run_1/closeup.png
Window x 19 to 44, y 81 to 106 µm. Cells in grey, sequential cells in the stronger grey; small squares are vias.
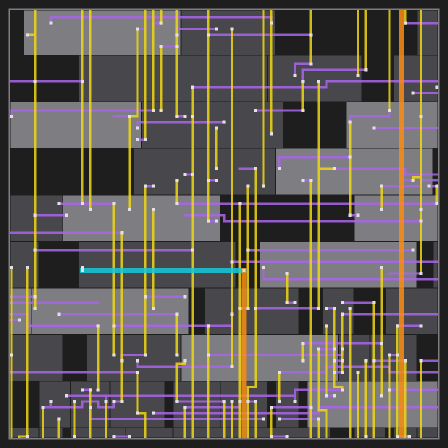
run_1/congestion_map.png
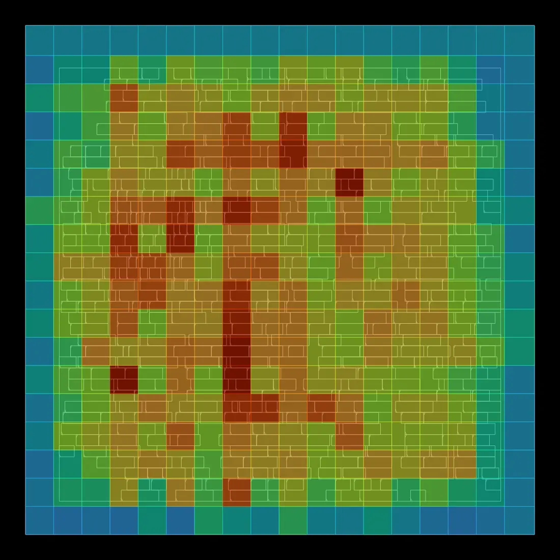
run_1/m1.png
(4 px per µm)
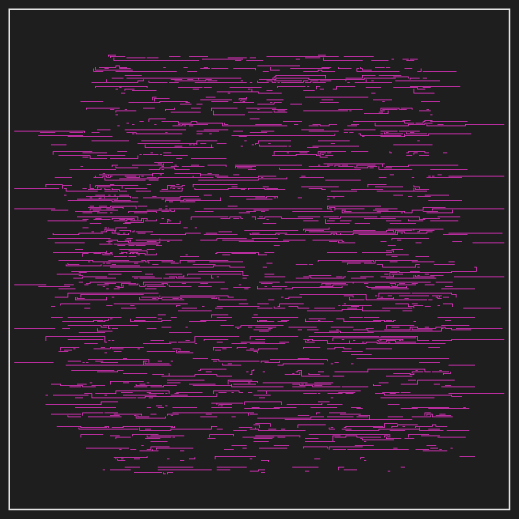
run_1/class_map.png
(3 px per µm)
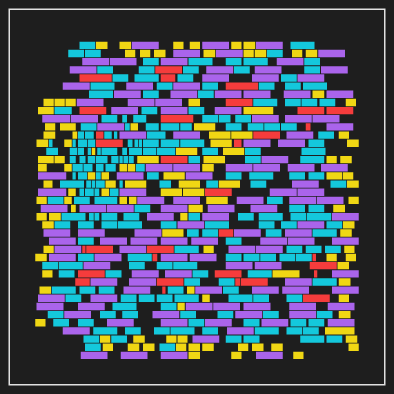
$ cat config.mk
export PLATFORM = sky130hd
export DESIGN_NAME = fifo_sync
export DESIGN_NICKNAME = d
export VERILOG_FILES = /design/src/rtl/fifo_sync.sv
export SDC_FILE = /design/constraint.sdc
export NUM_CORES = 1
export LEC_CHECK = 0
export CORE_MARGIN = 8
export CORE_UTILIZATION = 57
export CTS_CLUSTER_SIZE = 14
export DETAILED_ROUTE_END_ITERATION = 10
export GPL_TIMING_DRIVEN = 0
export PLACE_DENSITY_LB_ADDON = 0.25
export SYNTH_ARGS = -nofsm -noshare
export SYNTH_HDL_FRONTEND = slang
export SYNTH_SLANG_ARGS = --single-unit
$ cat constraint.sdc
create_clock -name clk_i -period 2.1 [get_ports clk_i]
set_input_delay 0.42 -clock clk_i [delete_from_list [all_inputs] [get_ports clk_i]]
set_output_delay 0.42 -clock clk_i [all_outputs]
set_load 0.05 [all_outputs]
$ cat src/rtl/fifo_sync.sv
// Synchronous first-word-fall-through FIFO with valid/ack handshakes on both sides.
// Storage, pointers and count are registered; data_o reads the entry at the read pointer.
module fifo_sync #(
  parameter int unsigned           DATA_WIDTH = 32,
  parameter int unsigned           DEPTH      = 4,
  parameter logic [DATA_WIDTH-1:0] RST_VAL    = '0
) (
  input  logic                    clk_i,
  input  logic                    rst_ni,
  input  logic                    flush_i,
  input  logic [DATA_WIDTH-1:0]   data_i,
  input  logic                    rdy_i,
  output logic                    ack_o,
  output logic [DATA_WIDTH-1:0]   data_o,
  output logic                    rdy_o,
  input  logic                    ack_i,
  output logic [$clog2(DEPTH):0]  count_o,
  output logic                    full_o,
  output logic                    empty_o
);

  localparam int unsigned AW       = $clog2(DEPTH);
  localparam logic [AW:0] FULL_CNT = (AW+1)'(DEPTH);

  logic [DATA_WIDTH-1:0] mem_q [DEPTH];
  logic [AW-1:0]         wr_ptr_q;
  logic [AW-1:0]         rd_ptr_q;
  logic [AW:0]           count_q;
  logic                  push;
  logic                  pop;

  assign full_o  = (count_q == FULL_CNT);
  assign empty_o = (count_q == '0);
  assign ack_o   = !full_o && !flush_i;
  assign rdy_o   = !empty_o && !flush_i;
  assign push    = rdy_i && ack_o;
  assign pop     = rdy_o && ack_i;
  assign count_o = count_q;
  assign data_o  = mem_q[rd_ptr_q];

  // NOTE: storage is reset too, so data_o shows RST_VAL the moment rst_ni falls;
  // this keeps the array in flops rather than a RAM macro.
  always_ff @(posedge clk_i or negedge rst_ni) begin
    if (!rst_ni) begin
      for (int unsigned i = 0; i < DEPTH; i++) begin
        mem_q[i] <= RST_VAL;
      end
    end else if (push) begin
      mem_q[wr_ptr_q] <= data_i;
    end
  end

  // NOTE: non-blocking assignments keep every register sampling pre-edge values,
  // so push/pop decisions and pointer updates never race each other.
  always_ff @(posedge clk_i or negedge rst_ni) begin
    if (!rst_ni) begin
      wr_ptr_q <= '0;
      rd_ptr_q <= '0;
      count_q  <= '0;
    end else if (flush_i) begin
      wr_ptr_q <= '0;
      rd_ptr_q <= '0;
      count_q  <= '0;
    end else begin
      if (push) wr_ptr_q <= wr_ptr_q + 1'b1;
      if (pop)  rd_ptr_q <= rd_ptr_q + 1'b1;
      case ({push, pop})
        2'b10:   count_q <= count_q + 1'b1;
        2'b01:   count_q <= count_q - 1'b1;
        default: count_q <= count_q;
      endcase
    end
  end

  // Handshake gating makes these unreachable; they guard against future edits.
  a_no_overflow:  assert property (@(posedge clk_i) disable iff (!rst_ni) !(push && full_o && !pop));
  a_no_underflow: assert property (@(posedge clk_i) disable iff (!rst_ni) !(pop && empty_o));
  a_count_range:  assert property (@(posedge clk_i) disable iff (!rst_ni) count_q <= FULL_CNT);

endmodule

==> impl_metrics.ini, run 1 <==
; synthesis and place-and-route metrics
[detailed_routing]
wl_met1_mm = 6.29
dr_wl_met2_mm = 6.91
drc_errors = 0
wire_per_inst_um = 21.8
detail_route.vias_per_cell = 5.70
top_layer = met4
firstDrtPassIters = 4
met3WireLength_um = 625
drtIter0Drc = 279
antenna_left = 0

[worst_setup_path]
rrSetupSlack_ps = 90
worstPathCellList = buf_12, buf_12, mux4_2, buf_6
crit_path_end_kind = output pin
cp_max_fo = 10
cp_data_required_time_ps = 1680
cpMaxStageDelayCell = mux4_2
reg2reg_from = count_o[2]
path_common_cell = buf_12
start_kind = register
cp.arrival_ps = 1840
path_class = reg -> out
r2r-end = mem_q[29]
max_stage_delay_ps = 550
worstRegToRegCells = 7

[placed_design]
hpwl_mm = 8.64
place.gp.congestion = 0.804
dp_slack_ps = -703
dpl-instance-area_um2 = 7720
dp.cells = 597
port_buffers = 75

[layout]
antenna_cells = 0
logic_area_um2 = 3050
final_cells = 642
fill_cells = 668
flop_area_um2 = 3380
drive_gt1_frac = 0.561
layout_top_cells = 132 x dfrtp_1, 120 x mux2_4, 36 x clkdlybuf4s50_1, 32 x mux4_2, 32 x buf_6
fin_nets = 528
layout.cells.most_common = dfrtp_1
syn_to_final_growth_pct = 28.1

[synth]
ys.flops = 135
synth_seq_share = 0.502
synth_cell_types = 37
yosys_warnings = 0
netlist_area_um2 = 6730
syn-instance-count = 378
syn_avg_cell_area_um2 = 17.8
floorplan.nets = 420
yosys_area_um2 = 6730
synth_stat.cells = 378

[grt]
gr-total-overflow = 0
antenna_found_initial = 0
grt_first_pass_wirelength_mm = 23.1
grt_max_degree = 105
met2_usage = 0.297
grt_pass1_vias = 4221

[clock_tree]
cts_tree = done
clk_latency_ps = 420
path_clk_slew_ps = 60
clock-sinks = 135
root_buffer = clkbuf_16
cts_buffers = 17
htreeDepth = 4
cts_buffer_depth = 2

[floorplanning]
initCoreUtil = 0.587
ios = 76
die_area_um2 = 15500
die_x_um = 125
die_y_um = 125

[pwr]
clkPwrFrac = 0.277
vdd_drop_max_uv = 1110
internal-power_mw = 7.54
combPwrFrac = 0.374
switching_share = 0.311
leakage_nw = 4.16
switching_power_mw = 3.40
p_per_area_nw_per_um2 = 1270
seqPwrFrac = 0.349

[outcome]
violations = negative setup slack
outcome = finished with violations

[final_timing]
tightest_slew_ps = 517
slew_viol_final = 0
setup_viol = 32
period_used_share = 1.07
finalCriticalPeriod_ps = 2260
fin_skew_ps = 6.81
grt_setup_unrepaired = yes
max_freq_mhz = 443
report.final.hold_viol_count = 0
setup_ws_ps = -156
max_slew_margin = 0.654

[flow_run]
cap_violations = 0
log.warning_count = 33

[min_path]
hold_class = in -> async
-- closeup.png (at the start) --
legend:
  M2:
    colour: yellow
  M3:
    colour: cyan
  M4:
    colour: orange
  M1:
    colour: purple
netlist names of flops here include: mem_q (8), wr_ptr_q (2)
sequential cells in the window: 10
cells with their middle in the window: 30
most frequent: dfrtp_1 (10), mux2_4 (4)

-- congestion_map.png (at the start) --
Overall Global Routing Usage: 0.187
met3 Usage GRT: 0.0587
gr busiest metal: met2

-- m1.png (at the start) --
wire length on this layer: 6290 µm
share of all routed wire: 45%
nets with wire on the layer: 483
longest straight run: 36.3 µm
main direction: horizontal
routing usage on met1: 0.240
Vias: 3661
Routed Wire Length: 14.0 mm

-- class_map.png (at the start) --
legend:
  remaining logic cells:
    colour: cyan
    cells: 216
    share_of_their_area: 36%
  clock drivers and dummy loads:
    colour: red
    cells: 32
    share_of_their_area: 7.1%
  remaining buffers and delay cells:
    colour: yellow
    cells: 116
    share_of_their_area: 16%
  sequential cells:
    colour: purple
    cells: 135
    share_of_their_area: 40%
Cell Rows: 39
post-route cell area: 8620 µm²
post-route core utilization: 0.752
Core ar.: 11500 µm²
sequential cell area share: 0.392

run 1: through the flow:
step                setup TNS, ps  hold WS [ps]  power, mW
floorplan                       0           124       6.61
finish                      -3270           459       10.9
detailed placement         -21470           326       7.61
global placement          -618570           482       7.49
CTS                         -3890           456       11.0
global route                -5150           482       11.4
run 1: layout make-up:
type	instances	area share
flip-flops and latches	135	0.392
multi-input cells	211	0.354
repair buffers	93	0.116
clock buffers	24	0.0559
plain buffers	23	0.0438
well taps	143	0.0208
clock inverters	8	0.0139
inverters	5	0.00261
run 1: repair_timing:
action	in CTS	in global routing
setup endpoints to repair	37	35
endpoints found under the hold margin	31	0
buffers inserted	8	6
pin swaps	2	1
hold buffers	1	0
resized	279	3
cloned	1	1
run 1: power groups by stage:
stage	Clock (mW)	Sequential, mW	Combinational [mW]
final	3.03	3.82	4.09
after global routing	3.18	3.90	4.29
after CTS	3.07	3.81	4.11
after detailed placement	0	3.81	3.80
after global placement	0	3.77	3.72
after floorplan	0	3.71	2.90
run 1: logic make-up after synthesis:
logic type,count (synthesis),share of synthesized area
buf+inv,32,0.0506
flops,135,0.502
fa+ha+maj,5,0.0104
simple gates,28,0.0299
xor+xnor,3,0.00390
compound gates,15,0.0151
mux,160,0.388
run 1: critical path: cells and delay by family, from the launching register on:
family                 cells  cell delay (ps)
buffers and inverters      3              510
muxes                      1              550
DFF                        1              370
run 1: synth_stat cells:
cell type / count / share of area
and2b_2: 1 / 0.0013
ha_1: 4 / 0.0074
a31oi_1: 1 / 0.00093
buf_2: 5 / 0.0037
o2111ai_1: 1 / 0.0013
xor2_1: 2 / 0.0026
mux2_4: 120 / 0.27
mux2_2: 8 / 0.013
nand3_4: 4 / 0.010
o311ai_0: 1 / 0.0013
a21oi_1: 2 / 0.0015
or3b_1: 1 / 0.0013
buf_6: 2 / 0.0033
clkbuf_1: 5 / 0.0028
o41ai_1: 1 / 0.0013
fa_1: 1 / 0.0030
dfrtp_1: 135 / 0.50
buf_12: 12 / 0.036
buf_1: 2 / 0.0011
xnor2_1: 1 / 0.0013
nor3_1: 3 / 0.0022
nor2_1: 6 / 0.0033
o21ai_0: 4 / 0.0030
and3_1: 1 / 0.00093
inv_1: 5 / 0.0028
buf_4: 1 / 0.0011
o221ai_1: 1 / 0.0013
o21a_1: 1 / 0.0011
and3b_2: 1 / 0.0015
nand3b_1: 2 / 0.0022
nand3_1: 5 / 0.0037
o31ai_1: 1 / 0.0011
nand2b_1: 2 / 0.0019
nand2_1: 2 / 0.0011
o21bai_1: 1 / 0.0011
o211ai_1: 1 / 0.0011
mux4_2: 32 / 0.11
run 1: worst max path at each step:
stage / from / to / slack [ps] / cells after the start
floorplan: count_o[0] / ack_o / 3 / 5
global placement: rst_ni / count_o[2] / -4900 / 1
detailed placement: rd_ptr_q[1] / data_o[31] / -700 / 4
CTS: rd_ptr_q[0] / data_o[0] / -170 / 4
global route: rd_ptr_q[0] / data_o[25] / -210 / 4
finish: rd_ptr_q[0] / data_o[25] / -160 / 4
run 1: state kept, by name, indices dropped and copies added, names as in the netlist:
register / cells
mem_q: 128
count_o: 3
rd_ptr_q: 2
wr_ptr_q: 2
run_1/sizing.png
(3 px per µm)
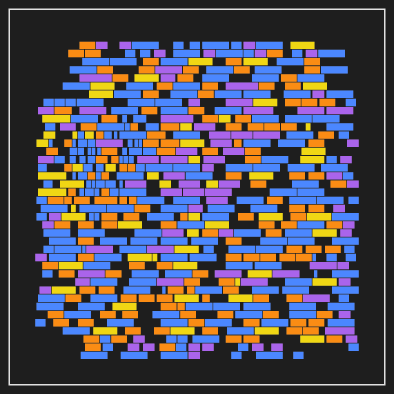

## Run 2: what changed since run 1
Settings changed: MAX_ROUTING_LAYER set to met4.
run_2/sizing.png
(3 px per µm)
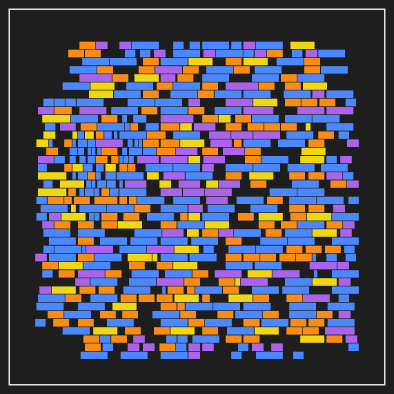
legend:
  x3 and x4:
    colour: orange
    cells: 146
    share: 29%
    most_used: mux2_4
  x1 and smaller:
    colour: blue
    cells: 219
    share: 44%
    most_used: dfrtp_1
  x2:
    colour: yellow
    cells: 54
    share: 11%
    most_used: mux4_2
  x6 and larger:
    colour: purple
    cells: 79
    share: 16%
    most_used: buf_6
final worst slack: -147 ps
area growth from synthesis to layout: 27.9%
post-route cell area: 8610 µm²

run_2/class_map.png
(3 px per µm)
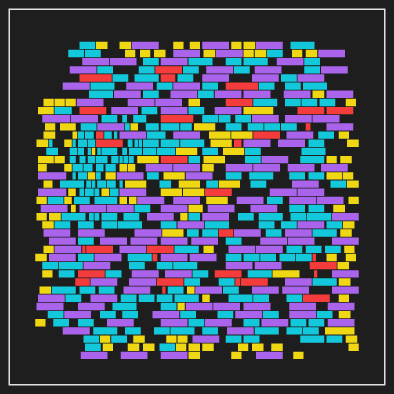
legend:
  sequential cells:
    colour: purple
    cells: 135
    share_of_their_area: 40%
  remaining buffers and delay cells:
    colour: yellow
    cells: 115
    share_of_their_area: 16%
  clock drivers and dummy loads:
    colour: red
    cells: 32
    share_of_their_area: 7.1%
  remaining logic cells:
    colour: cyan
    cells: 216
    share_of_their_area: 36%
post-route core utilization: 0.751
sequential cell area share: 0.393

==> run 2 against run 1 <==
  * The run still ends with negative setup slack left
  * Hold slack gained 2.4 ps
  * Global-route usage up 0.56 points
  * Final cell count shrank 0.16%
  * Synthesized cell count is the same
  * Final area is essentially flat
  * Flip-flop count is the same
  * Core utilization is 0.065 points lower
  * Clock skew is 0.90 ps higher
  * Largest cell class unchanged
==> impl_metrics.ini, run 2 <==
; synthesis and place-and-route metrics
[worst_setup_path]
rrSetupSlack_ps = 90
worstRegToRegCells = 7
r2r-end = mem_q[29]
cp.arrival_ps = 1830
reg2reg_from = count_o[2]
crit_path_end_kind = output pin
start_kind = register
path_class = reg -> out

[synth]
edf_count = 0
synth_stat.cells = 378
synthTopCellsByCount = 135 x dfrtp_1, 120 x mux2_4, 32 x mux4_2, 12 x buf_12, 8 x mux2_2
adder_share = 0.0104
top_cell = dfrtp_1
floorplan.nets = 420
ys_sh_aoi = 0.0151
syn-instance-count = 378
ys.flops = 135
mux_share = 0.388
netlist_area_um2 = 6730
synth.cellmix.simpleShare = 0.0299
synth_cell_types = 37
yosysTopAreaCell = dfrtp_1
top_logic_kind = multiplexers
synth_seq_share = 0.502
syn_avg_cell_area_um2 = 17.8
yosys_warnings = 0
ys.flop_type = dfrtp_1
ys_sh_xor = 0.00390
synth-async-reset-ratio = 1.00

[clock_tree]
cts_buffers = 17
root_buffer = clkbuf_16
path_clk_slew_ps = 50
htreeDepth = 4
cts_tree = done
cts_buffer_depth = 2
clock-sinks = 135
clk_latency_ps = 410

[detailed_routing]
detail_route.vias_per_cell = 5.66
drc_errors = 0
drtIter0Drc = 330
vias = 3627
wl_met1_mm = 6.38
wire_per_inst_um = 21.9
firstDrtPassIters = 4
met3WireLength_um = 537

[placed_design]
place.gp.congestion = 0.816
dpl-instance-area_um2 = 7720
port_buffers = 75
hpwl_mm = 8.64
dp.cells = 597

[layout]
largest_reg_flops = 128
fill_cells = 672
final_cells = 641
layout_top_cells = 132 x dfrtp_1, 120 x mux2_4, 36 x clkdlybuf4s50_1, 32 x mux4_2, 32 x buf_6
drive_gt1_frac = 0.560
antenna_cells = 0
top_register = mem_q
fin_nets = 527
flop_area_um2 = 3380
logic_area_um2 = 3050
layout.cells.most_common = dfrtp_1

[final_timing]
slew_viol_final = 0
finalCriticalPeriod_ps = 2250
period_used_share = 1.07
max_freq_mhz = 445
setup_viol = 32
fin_skew_ps = 7.71
hold_ws_ps = 462
fin_tns_setup_ps = -3150
report.final.hold_viol_count = 0
max_slew_margin = 0.653
tightest_slew_ps = 520
grt_setup_unrepaired = yes
setup_ws_ps = -147

[pwr]
leakage_nw = 4.15
vdd_drop_max_uv = 1110

[floorplanning]
ios = 76
rows = 39
die_x_um = 125
die_area_um2 = 15500
initCoreUtil = 0.587
core_area_um2 = 11500

[grt]
grt_first_pass_wirelength_mm = 23.1
gr-total-overflow = 0
track_usage = 0.192
antenna_found_initial = 0
grt_max_degree = 105
grt_pass1_vias = 4222

[outcome]
violations = negative setup slack
outcome = finished with violations

[flow_run]
log.warning_count = 33
cap_violations = 0

[min_path]
hold_class = in -> async
run_2/closeup.png
Window x 19 to 44, y 81 to 106 µm. Cells in grey, sequential cells in the stronger grey; small squares are vias.
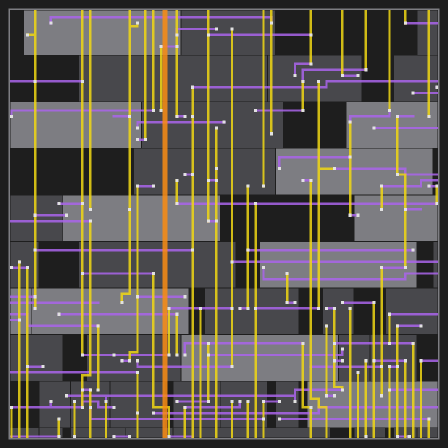
legend:
  M1:
    colour: purple
  M4:
    colour: orange
  M2:
    colour: yellow
most frequent: dfrtp_1 (10), mux2_4 (4)
netlist names of flops here include: mem_q (8), wr_ptr_q (2)
sequential cells in the window: 10
cells with their middle in the window: 30

-- run 2: worst max path at each step --
stage                            from         end
after floorplan            count_o[0]       ack_o
final                     rd_ptr_q[0]  data_o[25]
after global routing      rd_ptr_q[0]  data_o[25]
after detailed placement  rd_ptr_q[1]  data_o[31]
after global placement         rst_ni  count_o[2]
after CTS                 rd_ptr_q[0]   data_o[0]
-- run 2: per-layer routing --
layer  vias up  track usage
li1       1617            -
met1      1920        0.242
met2        79        0.298
met3        11       0.0566
met4         0       0.0496
met5         -            -
-- run 2: worst max-delay path, cell delays in order, from the launching register on --
cell	delay [ps]
dfrtp_1	370
buf_12	170
buf_12	160
mux4_2	540
buf_6	180
-- run 2: through the flow --
step                      power (mW)  worst slack [ps]
after floorplan                 6.61              2.79
after global placement          7.49             -4900
after detailed placement        7.61              -703
after CTS                       11.0              -174
after global routing            11.4              -205
final                           10.9              -147
-- run 2: logic make-up (layout without fill, tap and decap cells) --
kind of cell | after synthesis | after routing
AOI/OAI and AO/OA | 15 | 15
xor gates and xnor gates | 3 | 3
adders and majority gates | 5 | 5
buffers and inverters | 32 | 152
DFF | 135 | 135
muxes | 160 | 160
and+or+nand+nor | 28 | 28
-- run 2: repair_timing --
item | CTS | global route
buffers inserted | 8 | 5
gates cloned | 1 | 1
endpoints found under the setup margin | 37 | 35
hold buffers | 1 | 0
endpoints found under the hold margin | 31 | 0
pin swaps | 2 | 1
gates resized | 279 | 3
-- run 2: report_power, final --
group	total, mW	internal [mW]	switching [mW]	leakage, nW
combinational	4.09	2.21	1.88	2.17
clock	3.03	1.96	1.07	0.290
sequential	3.82	3.37	0.448	1.70
-- run 2: area by class of cell --
type / count / area share
plain buffers: 23 / 0.0439
clock buffers: 24 / 0.0559
clock inverters: 8 / 0.0139
inverters: 5 / 0.00262
multi-input cells: 211 / 0.355
flip-flops and latches: 135 / 0.393
well taps: 143 / 0.0208
repair buffers: 92 / 0.115
No activity file was given, so power comes from the tool's default toggle rates.
